==> config.mk <==
export PLATFORM = sky130hd
export DESIGN_NAME = pll_lock_sequencer
export DESIGN_NICKNAME = d
export VERILOG_FILES = /design/src/rtl/pll_lock_sequencer_pkg.sv /design/src/rtl/sync_ff.sv /design/src/rtl/pll_lock_sequencer.sv
export SDC_FILE = /design/constraint.sdc
export NUM_CORES = 1
export LEC_CHECK = 0
export CAP_MARGIN = 10
export CORE_MARGIN = 2
export CORE_UTILIZATION = 40
export DETAILED_ROUTE_END_ITERATION = 6
export PLACE_DENSITY = 0.65
export SLEW_MARGIN = 20
export SYNTH_ARGS = -nofsm -noshare
export SYNTH_HDL_FRONTEND = slang
export SYNTH_SLANG_ARGS = --single-unit
==> constraint.sdc <==
create_clock -name clk -period 3.1 [get_ports clk]
set_input_delay 0.31 -clock clk [delete_from_list [all_inputs] [get_ports clk]]
set_output_delay 0.31 -clock clk [all_outputs]
set_load 0.01 [all_outputs]
==> src/rtl/pll_lock_sequencer_pkg.sv <==
// Shared state encoding and width helpers for the PLL lock sequencer.
package pll_lock_sequencer_pkg;

  typedef enum logic [2:0] {
    ST_RESET     = 3'd0,
    ST_WAIT_LOCK = 3'd1,
    ST_STABLE    = 3'd2,
    ST_RUN       = 3'd3,
    ST_LOST      = 3'd4,
    ST_FAULT     = 3'd5
  } state_e;

  // One counter serves every timed state, so size it for the longest window.
  function automatic int unsigned cnt_width(input int unsigned a,
                                            input int unsigned b,
                                            input int unsigned c);
    int unsigned m;
    m = a;
    if (b > m) m = b;
    if (c > m) m = c;
    return (m < 2) ? 1 : $clog2(m);
  endfunction

  function automatic int unsigned retry_width(input int unsigned max_retries);
    return (max_retries == 0) ? 1 : $clog2(max_retries + 1);
  endfunction

endpackage

==> src/rtl/sync_ff.sv <==
// Generic 2-flop synchronizer for asynchronous level inputs.
// Latency: 2 cycles from input change to output change.
module sync_ff #(
  parameter int unsigned WIDTH = 1
) (
  input  logic             clk,
  input  logic             rst_n,
  input  logic [WIDTH-1:0] i_dat,
  output logic [WIDTH-1:0] o_dat
);

  logic [WIDTH-1:0] r_meta;
  logic [WIDTH-1:0] r_sync;

  always_ff @(posedge clk or negedge rst_n) begin
    if (!rst_n) begin
      r_meta <= '0;
      r_sync <= '0;
    end else begin
      r_meta <= i_dat;
      r_sync <= r_meta;
    end
  end

  assign o_dat = r_sync;

endmodule

==> src/rtl/pll_lock_sequencer.sv <==
// Sequences PLL reset, qualifies lock and gates the system reset until lock is stable.
// Outputs are registered from the next state, so they move on the same edge as the state.
module pll_lock_sequencer
  import pll_lock_sequencer_pkg::*;
#(
  parameter int unsigned RESET_CYCLES  = 16,
  parameter int unsigned LOCK_TIMEOUT  = 65536,
  parameter int unsigned STABLE_CYCLES = 1024,
  parameter int unsigned MAX_RETRIES   = 3
) (
  input  logic                                clk,
  input  logic                                resetn,
  input  logic                                pll_locked,
  input  logic                                restart,
  output logic                                pll_resetn,
  output logic                                sys_resetn,
  output logic                                ready,
  output logic                                fault,
  output logic [retry_width(MAX_RETRIES)-1:0] retries,
  output logic [7:0]                          lost_count
);

  localparam int unsigned CW = cnt_width(RESET_CYCLES, LOCK_TIMEOUT, STABLE_CYCLES);
  localparam int unsigned RW = retry_width(MAX_RETRIES);

  localparam logic [CW-1:0] RESET_LAST   = CW'(RESET_CYCLES - 1);
  localparam logic [CW-1:0] TIMEOUT_LAST = CW'(LOCK_TIMEOUT - 1);
  localparam logic [CW-1:0] STABLE_LAST  = CW'(STABLE_CYCLES - 1);
  localparam logic [RW-1:0] RETRY_MAX    = RW'(MAX_RETRIES);

  logic          w_locked_s;
  state_e        w_nxt;
  logic          w_xfer;
  logic          w_retry_inc;
  logic          w_retry_clr;
  logic          w_lost_inc;

  state_e        r_state;
  logic [CW-1:0] r_cnt;
  logic [RW-1:0] r_retries;
  logic [7:0]    r_lost_count;
  logic          r_pll_resetn;
  logic          r_sys_resetn;
  logic          r_ready;
  logic          r_fault;

  sync_ff #(.WIDTH(1)) u_lock_sync (
    .clk   (clk),
    .rst_n (resetn),
    .i_dat (pll_locked),
    .o_dat (w_locked_s)
  );

  // restart overrides every other condition, including a same-cycle RUN entry.
  always_comb begin
    w_nxt       = r_state;
    w_retry_inc = 1'b0;
    w_retry_clr = 1'b0;
    w_lost_inc  = 1'b0;
    if (restart) begin
      w_nxt       = ST_RESET;
      w_retry_clr = 1'b1;
    end else begin
      case (r_state)
        ST_RESET: begin
          if (r_cnt == RESET_LAST) w_nxt = ST_WAIT_LOCK;
        end
        ST_WAIT_LOCK: begin
          if (w_locked_s) begin
            w_nxt = ST_STABLE;
          end else if (r_cnt == TIMEOUT_LAST) begin
            if (r_retries == RETRY_MAX) begin
              w_nxt = ST_FAULT;
            end else begin
              w_nxt       = ST_RESET;
              w_retry_inc = 1'b1;
            end
          end
        end
        ST_STABLE: begin
          if (!w_locked_s) begin
            w_nxt = ST_WAIT_LOCK;
          end else if (r_cnt == STABLE_LAST) begin
            w_nxt       = ST_RUN;
            w_retry_clr = 1'b1;
          end
        end
        ST_RUN: begin
          if (!w_locked_s) begin
            w_nxt      = ST_LOST;
            w_lost_inc = 1'b1;
          end
        end
        ST_LOST:  w_nxt = ST_RESET;
        ST_FAULT: w_nxt = ST_FAULT;
        default:  w_nxt = ST_RESET;
      endcase
    end
  end

  assign w_xfer = restart || (w_nxt != r_state);

  always_ff @(posedge clk or negedge resetn) begin
    if (!resetn) begin
      r_state      <= ST_RESET;
      r_cnt        <= '0;
      r_retries    <= '0;
      r_lost_count <= '0;
      r_pll_resetn <= 1'b0;
      r_sys_resetn <= 1'b0;
      r_ready      <= 1'b0;
      r_fault      <= 1'b0;
    end else begin
      r_state <= w_nxt;
      r_cnt   <= w_xfer ? '0 : r_cnt + 1'b1;
      if (w_retry_clr)      r_retries <= '0;
      else if (w_retry_inc) r_retries <= r_retries + 1'b1;
      if (w_lost_inc && (r_lost_count != 8'hFF)) r_lost_count <= r_lost_count + 8'd1;
      r_pll_resetn <= !((w_nxt == ST_RESET) || (w_nxt == ST_FAULT));
      r_sys_resetn <= (w_nxt == ST_RUN);
      r_ready      <= (w_nxt == ST_RUN);
      r_fault      <= (w_nxt == ST_FAULT);
    end
  end

  assign pll_resetn = r_pll_resetn;
  assign sys_resetn = r_sys_resetn;
  assign ready      = r_ready;
  assign fault      = r_fault;
  assign retries    = r_retries;
  assign lost_count = r_lost_count;

endmodule

==> notes.md <==
Synthesis and PnR results.

- The starting utilization of the core area is 41.5%.
- The top fanout value on the critical path is 7.
- The final clock skew reads 0.00378 ns.
- The number of global-route vias before repair is 1,249.
- Counting flops with a built-in enable in the synthesized netlist gives 0.
- Endpoints with negative setup slack in the final report add up to 0.
- The instance tally after logic synthesis is 184.
- Walking the worst path, the cells encountered are ha_1, nand3_1, or4_4, o21ai_2, nand2_2, nor2_1, mux2_2.
- Of the available clock period, the critical path in the final layout requires 79.5%.
- The number of flip-flops in the largest register is 16.
- In this run, power in flip-flops and latches comes to 0.000455 W.
- VDD sags by at most 237 µV.
- The half-perimeter wire length after placement is 2340 µm.
- Once the clock tree was built, the resizer swapped 0 gates to a different size.
- The slew of the pin with the lowest slew margin reads 0.613 ns.
- The final weighted congestion in routability-driven placement reads 0.785.
- The synthesis stats list as the most numerous cell dfrtp_1.
- The cell internal power dissipation reads 0.000614 W.
- The number of warnings reported in the yosys synthesis log is 0.
- The total die size is 5070 µm².
- The number of antenna-violating nets in the routed design reads 0.
- The number of buffers added for setup after CTS reads 0.
- Counting instances in the post-synthesis netlist gives the leading cell types as dfrtp_1, nor2_1, nand2_1.
- The net count entering floorplan is 191.
- The share of power burned in registers is 58.6%.
- The worst hold path cell count is 0.
- The run finished with clean final reports.
- Per the detail_route log, met2 wirelength is 1400 µm.
- The violation tally from detailed-route iteration zero is 42.
- The clock insertion delay at the later pin of the skew report reads 0.28 ns.
- Before antenna repair, the detailed router went through 4 iterations.
- The capturing point of the worst reg2reg path reads lost_count[1]$_DFFE_PN0P_.
- The register with the most flip-flops in the final layout is r_cnt.
- The area taken by multi-input logic gates reads 908 µm².
- Leaving out fill and tap cells, the most frequent cells in the layout are dfrtp_1, nor2_1, nand2_1, clkdlybuf4s50_1, xor2_1.
- The shortest period the worst path allows reads 2.46 ns.
- The nature of the critical path startpoint reads a register.
- The fraction of area in non-clock buffers reads 8.81%.
- The worst-path cell with the longest stage delay is or4_4.
- The global-route wire length before repair is 5920 µm.
- In this run the register-to-register setup slack is 0.64 ns.
- The max-slew violation count reads 0.
- The top-level port count reads 18.
- The ratio of routed vias to standard cells reads 5.02.
- The logs give a warning total of 26.
- The deepest level of the CTS H-tree is 2.
- In the CTS report, the clock slew at the register clock pins of the worst setup and hold paths is listed as 0.06 ns.
- The routed layout reports a DRC error count of 0.
- The TritonCTS clock tree is yes.
- The worst hold path class is reg -> reg.
- The total length of routed met3 wires is 60 µm.
- Cells fill 48.2% of the core in the end.
- The count of max-cap constraint violations is 0.
- Combinational logic is responsible for 3.7% of the overall power.
- The critical path depth is 7.
[cell families after synthesis]
| family | share of synthesized area [%] |
|---|---|
| flops | 47.1 |
| compound gates | 7.20 |
| xor+xnor | 12.1 |
| buf+inv | 2.91 |
| mux | 1.18 |
| simple gates | 27.5 |
| fa+ha+maj | 2.08 |
[per-stage QoR]
| step | worst slack [ns] | power [W] | std cells | cell area, µm² |
|---|---|---|---|---|
| 3_3_place_gp | 0.710 | 0.000492 | 247 | 2020 |
| 3_5_place_dp | 0.636 | 0.000493 | 247 | 2020 |
| 5_1_grt | 0.436 | 0.000815 | 254 | 2100 |
| 4_1_cts | 0.620 | 0.000793 | 254 | 2100 |
| 6_report | 0.637 | 0.000777 | 254 | 2100 |
| 2_1_floorplan | 0.843 | 0.000474 | 184 | 1810 |
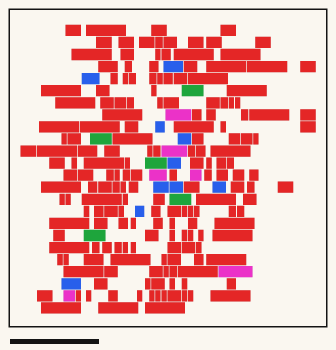
(sizing map)
The bar under the picture is 20 µm long.
_0 and _1 cells -> red  # cells 181, share 90%
_3 and _4 cells -> magenta  # cells 6, share 3.0%
_2 cells -> blue  # cells 10, share 5.0%
_6 and larger -> green  # cells 5, share 2.5%
Non-clock buffers: 19
Post-Layout Inst Area: 2100 µm²
layout overhead on the synthesized area: 16.2%
minimum setup slack in the final design: 0.637 ns

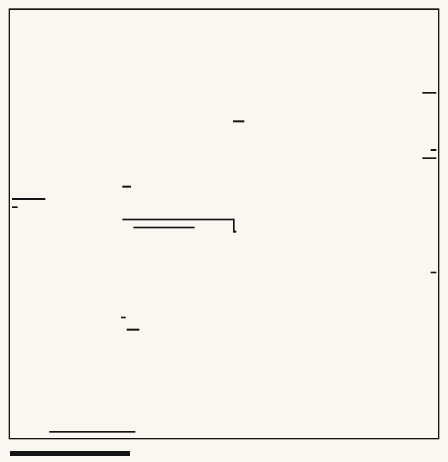
(signal wires on met3)
The bar under the picture is 20 µm long.
nets with wire on the layer = 9
longest straight run = 18.4 µm
share of all routed wire = 1.8%
main direction = horizontal
vias: 1,274
GR Util met3: 2.95%
Detailed Route WL: 3290 µm

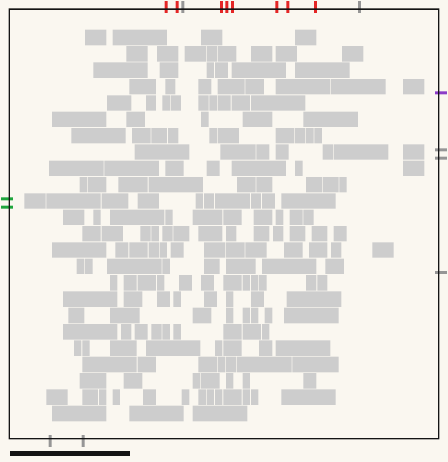
(pin placement)
The bar under the picture is 20 µm long. Pins as bars across the die edge, other pins in grey.
`lost_count` -> red  # pins 8, direction output, edge top
`retries` -> green  # pins 2, direction output, edge left
`fault` -> purple  # pins 1, direction output, edge right
all pins by edge = 10 top, 4 right, 2 bottom, 2 left
Die Ht: 71.2 µm
count of buffers inserted at the top-level ports: 17
width of the die: 71.2 µm

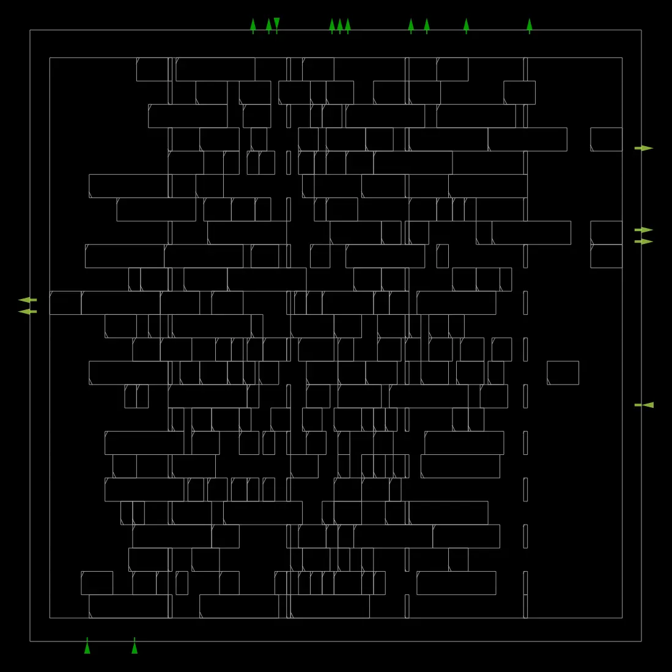
(cell outlines without signal wires)
post-route insts no fill: 254
row count: 24
Seq area share: 40.5%
placeable core area: 4350 µm²
count of inserted tapcells: 52

Power is estimated from default activity; no workload was simulated.
